`config.mk`:
```
export PLATFORM = sky130hd
export DESIGN_NAME = tmds_channel_decoder
export DESIGN_NICKNAME = d
export VERILOG_FILES = /design/src/rtl/tmds_pkg.sv /design/src/rtl/tmds_channel_decoder_word_decode.sv /design/src/rtl/tmds_channel_decoder.sv
export SDC_FILE = /design/constraint.sdc
export NUM_CORES = 1
export LEC_CHECK = 0
export CAP_MARGIN = 40
export CORE_MARGIN = 3
export CORE_UTILIZATION = 32
export DETAILED_ROUTE_END_ITERATION = 16
export GPL_TIMING_DRIVEN = 0
export SLEW_MARGIN = 10
export SYNTH_ARGS = -nofsm -noshare
export SYNTH_HDL_FRONTEND = slang
export SYNTH_HIERARCHICAL = 1
export SYNTH_SLANG_ARGS = --single-unit
```
`constraint.sdc`:
```
create_clock -name i_pix_clk -period 2.2 [get_ports i_pix_clk]
set_input_delay 0.44 -clock i_pix_clk [delete_from_list [all_inputs] [get_ports i_pix_clk]]
set_output_delay 0.44 -clock i_pix_clk [all_outputs]
set_load 0.01 [all_outputs]
```
`src/rtl/tmds_pkg.sv`:
```
// Purpose : shared TMDS receive definitions (control tokens, aligner states, word decode helpers).
// Latency : n/a (constants and pure functions only).
// Backpressure : n/a.
package tmds_pkg;

   // Control tokens, bit 0 is the first serial bit
   localparam logic [9:0] TMDS_CTRL_00 = 10'h354;
   localparam logic [9:0] TMDS_CTRL_01 = 10'h0AB;
   localparam logic [9:0] TMDS_CTRL_10 = 10'h154;
   localparam logic [9:0] TMDS_CTRL_11 = 10'h2AB;

   typedef enum logic [1:0] {
      ST_SEARCH    = 2'd0,
      ST_SLIP_WAIT = 2'd1,
      ST_LOCKED    = 2'd2
   } align_state_t;

   // Undo the optional inversion (q[9]), then undo the XOR/XNOR chain (q[8])
   function automatic logic [7:0] tmds_decode_data(input logic [9:0] q);
      logic [7:0] d;
      logic [7:0] o;
      d    = q[9] ? ~q[7:0] : q[7:0];
      o    = '0;
      o[0] = d[0];
      for (int i = 1; i < 8; i++) begin
         o[i] = q[8] ? (d[i] ^ d[i-1]) : ~(d[i] ^ d[i-1]);
      end
      return o;
   endfunction

   function automatic logic tmds_is_token(input logic [9:0] q);
      return (q == TMDS_CTRL_00) || (q == TMDS_CTRL_01) ||
             (q == TMDS_CTRL_10) || (q == TMDS_CTRL_11);
   endfunction

   // Only meaningful when tmds_is_token(q) is true
   function automatic logic [1:0] tmds_token_ctrl(input logic [9:0] q);
      logic [1:0] c;
      case (q)
         TMDS_CTRL_01: c = 2'b01;
         TMDS_CTRL_10: c = 2'b10;
         TMDS_CTRL_11: c = 2'b11;
         default:      c = 2'b00;
      endcase
      return c;
   endfunction

endpackage

```
`src/rtl/tmds_channel_decoder_word_decode.sv`:
```
// Purpose : stage-2 register turning one aligned word into {de, data, ctrl}, zeroed when not enabled.
// Latency : 1 cycle from word/is_token/enable to outputs.
// Backpressure : none; accepts a word every cycle.
// Ports: clk, rst_n (async, active low); word/is_token from stage 1; enable = aligner locked next cycle;
//        de/data/ctrl registered decode results (ctrl holds across data words).
module tmds_word_decode
   import tmds_pkg::*;
(
   input  logic       clk,
   input  logic       rst_n,
   input  logic [9:0] word,
   input  logic       is_token,
   input  logic       enable,
   output logic       de,
   output logic [7:0] data,
   output logic [1:0] ctrl
);

   always_ff @(posedge clk or negedge rst_n) begin
      if (!rst_n) begin
         de   <= 1'b0;
         data <= 8'h00;
         ctrl <= 2'b00;
      end else if (!enable) begin
         de   <= 1'b0;
         data <= 8'h00;
         ctrl <= 2'b00;
      end else if (is_token) begin
         de   <= 1'b0;
         data <= 8'h00;
         ctrl <= tmds_token_ctrl(word);
      end else begin
         de   <= 1'b1;
         data <= tmds_decode_data(word);
      end
   end

endmodule

```
`src/rtl/tmds_channel_decoder.sv`:
```
// Purpose : one TMDS receive channel: word alignment by bit-slip search, then pixel/control decode.
// Latency : word sampled on edge k appears on o_de/o_data/o_ctrl (and o_locked) one edge after its stage-1 capture.
// Backpressure : none; one word per pixel clock, o_bitslip is a 1-cycle request to the deserializer.
// Ports: i_pix_clk, i_rst_n (async, active low), i_tmds_word (bit 0 first serial bit);
//        o_bitslip, o_locked, o_de, o_data[7:0], o_ctrl[1:0] all registered.
module tmds_channel_decoder
   import tmds_pkg::*;
#(
   parameter int CTRL_RUN_MIN = 32,
   parameter int SEARCH_LEN   = 1024,
   parameter int SLIP_WAIT    = 16
) (
   input  logic       i_pix_clk,
   input  logic       i_rst_n,
   input  logic [9:0] i_tmds_word,
   output logic       o_bitslip,
   output logic       o_locked,
   output logic       o_de,
   output logic [7:0] o_data,
   output logic [1:0] o_ctrl
);

   localparam int RUN_W  = $clog2(CTRL_RUN_MIN + 1);
   localparam int GAP_W  = $clog2(SEARCH_LEN + 1);
   localparam int WAIT_W = $clog2(SLIP_WAIT + 1);

   localparam logic [RUN_W-1:0]  RUN_LAST  = RUN_W'(CTRL_RUN_MIN - 1);
   localparam logic [RUN_W-1:0]  RUN_FULL  = RUN_W'(CTRL_RUN_MIN);
   localparam logic [GAP_W-1:0]  GAP_LAST  = GAP_W'(SEARCH_LEN - 1);
   localparam logic [WAIT_W-1:0] WAIT_FULL = WAIT_W'(SLIP_WAIT);

   // Stage 1: raw word plus token flag
   logic [9:0] word_q;
   logic       tok_q;

   align_state_t      state, state_nxt;
   logic [RUN_W-1:0]  run_cnt, run_nxt;
   logic [GAP_W-1:0]  gap_cnt, gap_nxt;
   logic [WAIT_W-1:0] wait_cnt, wait_nxt;
   logic              slip_nxt;

   always_ff @(posedge i_pix_clk or negedge i_rst_n) begin
      if (!i_rst_n) begin
         word_q <= '0;
         tok_q  <= 1'b0;
      end else begin
         word_q <= i_tmds_word;
         tok_q  <= tmds_is_token(i_tmds_word);
      end
   end

   always_ff @(posedge i_pix_clk or negedge i_rst_n) begin
      if (!i_rst_n) begin
         state     <= ST_SEARCH;
         run_cnt   <= '0;
         gap_cnt   <= '0;
         wait_cnt  <= '0;
         o_bitslip <= 1'b0;
         o_locked  <= 1'b0;
      end else begin
         state     <= state_nxt;
         run_cnt   <= run_nxt;
         gap_cnt   <= gap_nxt;
         wait_cnt  <= wait_nxt;
         o_bitslip <= slip_nxt;
         o_locked  <= (state_nxt == ST_LOCKED);
      end
   end

   always_comb begin
      state_nxt = state;
      run_nxt   = run_cnt;
      gap_nxt   = gap_cnt;
      wait_nxt  = wait_cnt;
      slip_nxt  = 1'b0;
      case (state)
         ST_SEARCH: begin
            if (tok_q) begin
               gap_nxt = '0;
               if (run_cnt >= RUN_LAST) begin
                  run_nxt   = RUN_FULL;
                  state_nxt = ST_LOCKED;
               end else begin
                  run_nxt = run_cnt + 1'b1;
               end
            end else begin
               run_nxt = '0;
               if (gap_cnt == GAP_LAST) begin
                  gap_nxt   = '0;
                  wait_nxt  = '0;
                  slip_nxt  = 1'b1;
                  state_nxt = ST_SLIP_WAIT;
               end else begin
                  gap_nxt = gap_cnt + 1'b1;
               end
            end
         end
         ST_SLIP_WAIT: begin
            // The word still in stage 1 on return predates the slip, so one
            // extra cycle is spent here before searching resumes.
            if (wait_cnt == WAIT_FULL) begin
               wait_nxt  = '0;
               run_nxt   = '0;
               gap_nxt   = '0;
               state_nxt = ST_SEARCH;
            end else begin
               wait_nxt = wait_cnt + 1'b1;
            end
         end
         ST_LOCKED: begin
            if (tok_q) begin
               gap_nxt = '0;
            end else if (gap_cnt == GAP_LAST) begin
               // Lock lost: restart the search from clean counters, no slip
               run_nxt   = '0;
               gap_nxt   = '0;
               state_nxt = ST_SEARCH;
            end else begin
               gap_nxt = gap_cnt + 1'b1;
            end
         end
         default: begin
            run_nxt   = '0;
            gap_nxt   = '0;
            wait_nxt  = '0;
            state_nxt = ST_SEARCH;
         end
      endcase
   end

   // Gate with the next state so the token completing the run is itself decoded
   tmds_word_decode u_word_decode (
      .clk      (i_pix_clk),
      .rst_n    (i_rst_n),
      .word     (word_q),
      .is_token (tok_q),
      .enable   (state_nxt == ST_LOCKED),
      .de       (o_de),
      .data     (o_data),
      .ctrl     (o_ctrl)
   );

endmodule

```
### Cells coloured by class, run 1

(4 px per um) Fill, decap, tap and diode cells in grey.
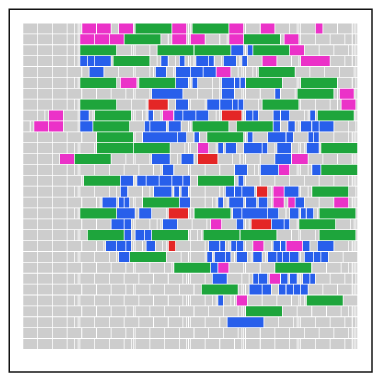
blue -> remaining logic cells  # cells 151, share of their area 39%
red -> clock drivers and dummy loads  # cells 7, share of their area 3.0%
magenta -> remaining buffers and delay cells  # cells 39, share of their area 14%
green -> sequential cells  # cells 48, share of their area 45%
flop share of the area: 0.426
final instance area: 2820 um2
cell row count: 30
Core Region: 6830 um2
core utilization of the finished layout: 0.413

### Clock wires, drivers and flops, run 1

(6 px per um)
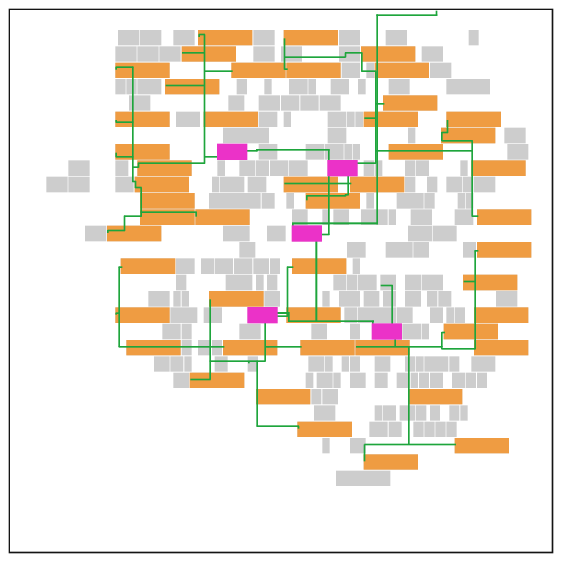
orange -> flip-flops  # count 48
magenta -> clock-net drivers  # count 5
green -> clock wires  # length 545 um
routed clock nets = 6
share of power burned in the clock network: 0.274
Layout Skew: 0.00513 ns
Clock Power: 0.490 mW

### Supply network, run 1

(4 px per um) Pins as bars on the die edge.
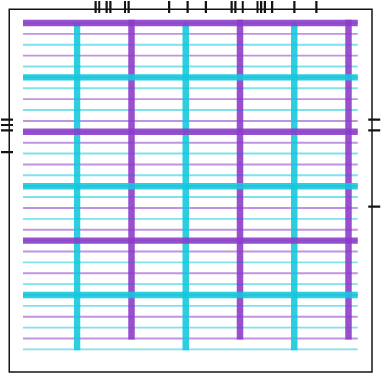
cyan -> VSS
purple -> VDD
signal pins = 25
met4 straps = 6
met1 rails = 31
rows = 30
die width: 90.3 um
Die Y-Extent: 90.3 um

==> results.txt, run 1 <==
Implementation run completed; key figures follow.

Routing:
- The run gives the count of unresolved DRC violations after routing as 0.
- The routed design shows a wire length per standard cell of 12.9 um.

Synthesis:
- The run puts the number of synthesis warnings at 6.
- The run puts the post-synth tally of flip-flops with integrated enable at 0.
- The run puts the count of cell types in the netlist at 56.
- The run gives the average instance area after synthesis as 11.0 um2.
- The run gives the chip area in the Yosys report as 2270 um2.

Clocking:
- The run gives the largest buffer count on any clock path as 2.
- The later pin in the worst-skew pair is clocked with a latency of 0.29 ns.

Worst setup path:
- The worst setup path is launched from a register.
- The number of buffers and inverters on the critical path is 1.
- In this run the number of cells on the critical path is 9.

Power:
- The run gives the cell-internal power as 1.31 mW.
- The run puts the power density of the placed cells at 633 nW/um2.
- The run gives the static leakage as 1.20 nW.
- Looking at the group totals, the largest power group turns out to be registers.

STA:
- The run gives the slew at the pin closest to its max-slew limit as 0.582 ns.
- The run gives the final setup slack of the worst path as 0.155 ns.

GRT:
- The run gives the pin count of the biggest net entering global routing as 35.
- The run gives the via count of the first global-routing pass as 1,666.

Final layout:
- The run gives the logic gate fraction of the total cell area as 0.361.

Place:
- The run puts the number of placed cells counting well taps at 327.

Outcome:
- The run finished with clean final reports.

Floorplanning:
- The run puts the pre-placement core utilization at 0.333.
- Per the OpenROAD floorplan log, the area of the die is 8150 um2.
- 25 I/O pins were placed.
-- run 1: cells by family (layout without fill, tap and decap cells) --
logic type,count (synthesis),after routing,synth area share
multiplexers,2,2,0.00881
adder cells (fa/ha/maj),4,4,0.0220
AND/OR/NAND/NOR,76,76,0.206
AND-OR/OR-AND,49,49,0.150
flip-flops,48,48,0.528
XOR/XNOR,12,12,0.0462
buffers and inverters,15,54,0.0385
-- run 1: flip-flops by register name, indices dropped and copies added (netlist names) --
| signal | count |
|---|---|
| o_locked | 1 |
| run_cnt | 6 |
| u_word_decode/de | 1 |
| wait_cnt | 5 |
| word_q | 10 |
| o_bitslip | 1 |
| tok_q | 1 |
| state | 2 |
| u_word_decode/data | 8 |
| u_word_decode/ctrl | 2 |
| gap_cnt | 11 |
==> run 1 -> run 2 <==
--- a/config.mk
+++ b/config.mk
@@ -8,6 +8,7 @@
 export CAP_MARGIN = 40
 export CORE_MARGIN = 3
 export CORE_UTILIZATION = 32
+export CTS_CLUSTER_SIZE = 24
 export DETAILED_ROUTE_END_ITERATION = 16
 export GPL_TIMING_DRIVEN = 0
 export SLEW_MARGIN = 10
### Sequential cells grouped by signal name, run 2

(4 px per um) Other sequential cells in the stronger grey, the rest of the logic in the fainter grey.
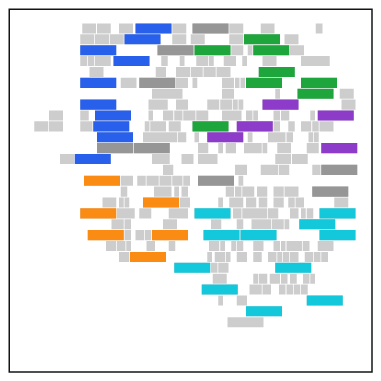
cyan -> gap_cnt  # placed flops 11
purple -> wait_cnt  # placed flops 5
orange -> run_cnt  # placed flops 6
green -> u_word_decode/data  # placed flops 8
blue -> word_q  # placed flops 10, where top left
not coloured = 8
total area of sequential cells: 1200 um2
power attributed to sequential cells: 1.02 mW

==> run 2 against run 1 <==
  * Sequential share of layout area is the same
  * Final area is the same
  * Sequential power is essentially flat
  * Non-clock buffer count is the same
  * Sequential cell count is the same
  * Count of clock-buffer cells in the layout is the same
  * Maximum frequency is the same
  * Critical path depth is the same
  * Synthesized area is the same
  * Highest routed layer unchanged
==> results.txt, run 2 <==
Implementation run completed; key figures follow.

Outcome:
- Status: finished, final reports clean (unchanged).

Worst setup path:
- The number of buffers and inverters on the critical path was 1 (unchanged).
- The run puts the number of gates on the worst path with buffers counted at 9 (unchanged).
- The run gives the sort of element at the start of the critical path as a register (unchanged).

STA:
- The clock tree skew after final layout came to 0.00513 ns (unchanged).
- The slew at the pin closest to its max-slew limit was 0.582 ns (unchanged).
- The final setup slack of the worst path was 0.155 ns (unchanged).

Routing:
- The run gives the average wire length per cell after detail routing as 12.9 um (unchanged).

Final layout:
- The run puts the number of flip-flops in the largest register at 11 (unchanged).
- The run puts the cell area after layout at 2820 um2 (unchanged).
- The run gives the logic gate fraction of the total cell area as 0.361 (unchanged).

Place:
- The run gives the number of placed cells counting well taps as 327 (unchanged).

GRT:
- The run gives the via count of the first global-routing pass as 1,666 (unchanged).
- The run gives the pin count of the biggest net entering global routing as 35 (unchanged).

Synthesis:
- The run puts the number of synthesis warnings at 6 (unchanged).
- The run puts the post-synth tally of flip-flops with integrated enable at 0 (unchanged).
- The chip area in the Yosys report is 2270 um2 (unchanged).
- The average instance area after synthesis came to 11.0 um2 (unchanged).
- The run gives the count of cell types in the netlist as 56 (unchanged).

Clocking:
- The run gives the largest buffer count on any clock path as 2 (unchanged).
- The run gives the later-pin clock latency in the skew report as 0.29 ns (about the same).

Floorplanning:
- The floorplan die area is 8150 um2 (unchanged).
- The run gives the number of top-level pins as 25 (unchanged).
- The run gives the pre-placement core utilization as 0.333 (unchanged).
- The run gives the width of the die as 90.3 um (unchanged).
- The run gives the total number of placement rows as 30 (unchanged).

Power:
- The run puts the power density of the placed cells at 633 nW/um2 (unchanged).
[run 2: logic make-up after synthesis]
family          synth area share
mux                      0.00881
compound gates             0.150
buf+inv                   0.0385
fa+ha+maj                 0.0220
xor+xnor                  0.0462
simple gates               0.206
flops                      0.528
[run 2: timing repair]
action	CTS	global route
buffers inserted	3	5
pin swaps	1	3
resized	3	2
setup endpoints to repair	11	2
hold buffers	0	0
cloned	0	0
[run 2: worst register-to-register path, delay by kind of cell, from the launching register on]
family	cells	cell delay (ns)
simple gates	4	0.72
compound gates	3	0.49
flops	1	0.42
fa+ha+maj	1	0.17
buf+inv	1	0.16
[run 2: where the power goes]
part | switching [mW] | internal (mW) | total [mW]
logic | 0.123 | 0.150 | 0.274
registers | 0.0787 | 0.943 | 1.02
clock network | 0.274 | 0.215 | 0.490
Power is estimated from default activity; no workload was simulated.
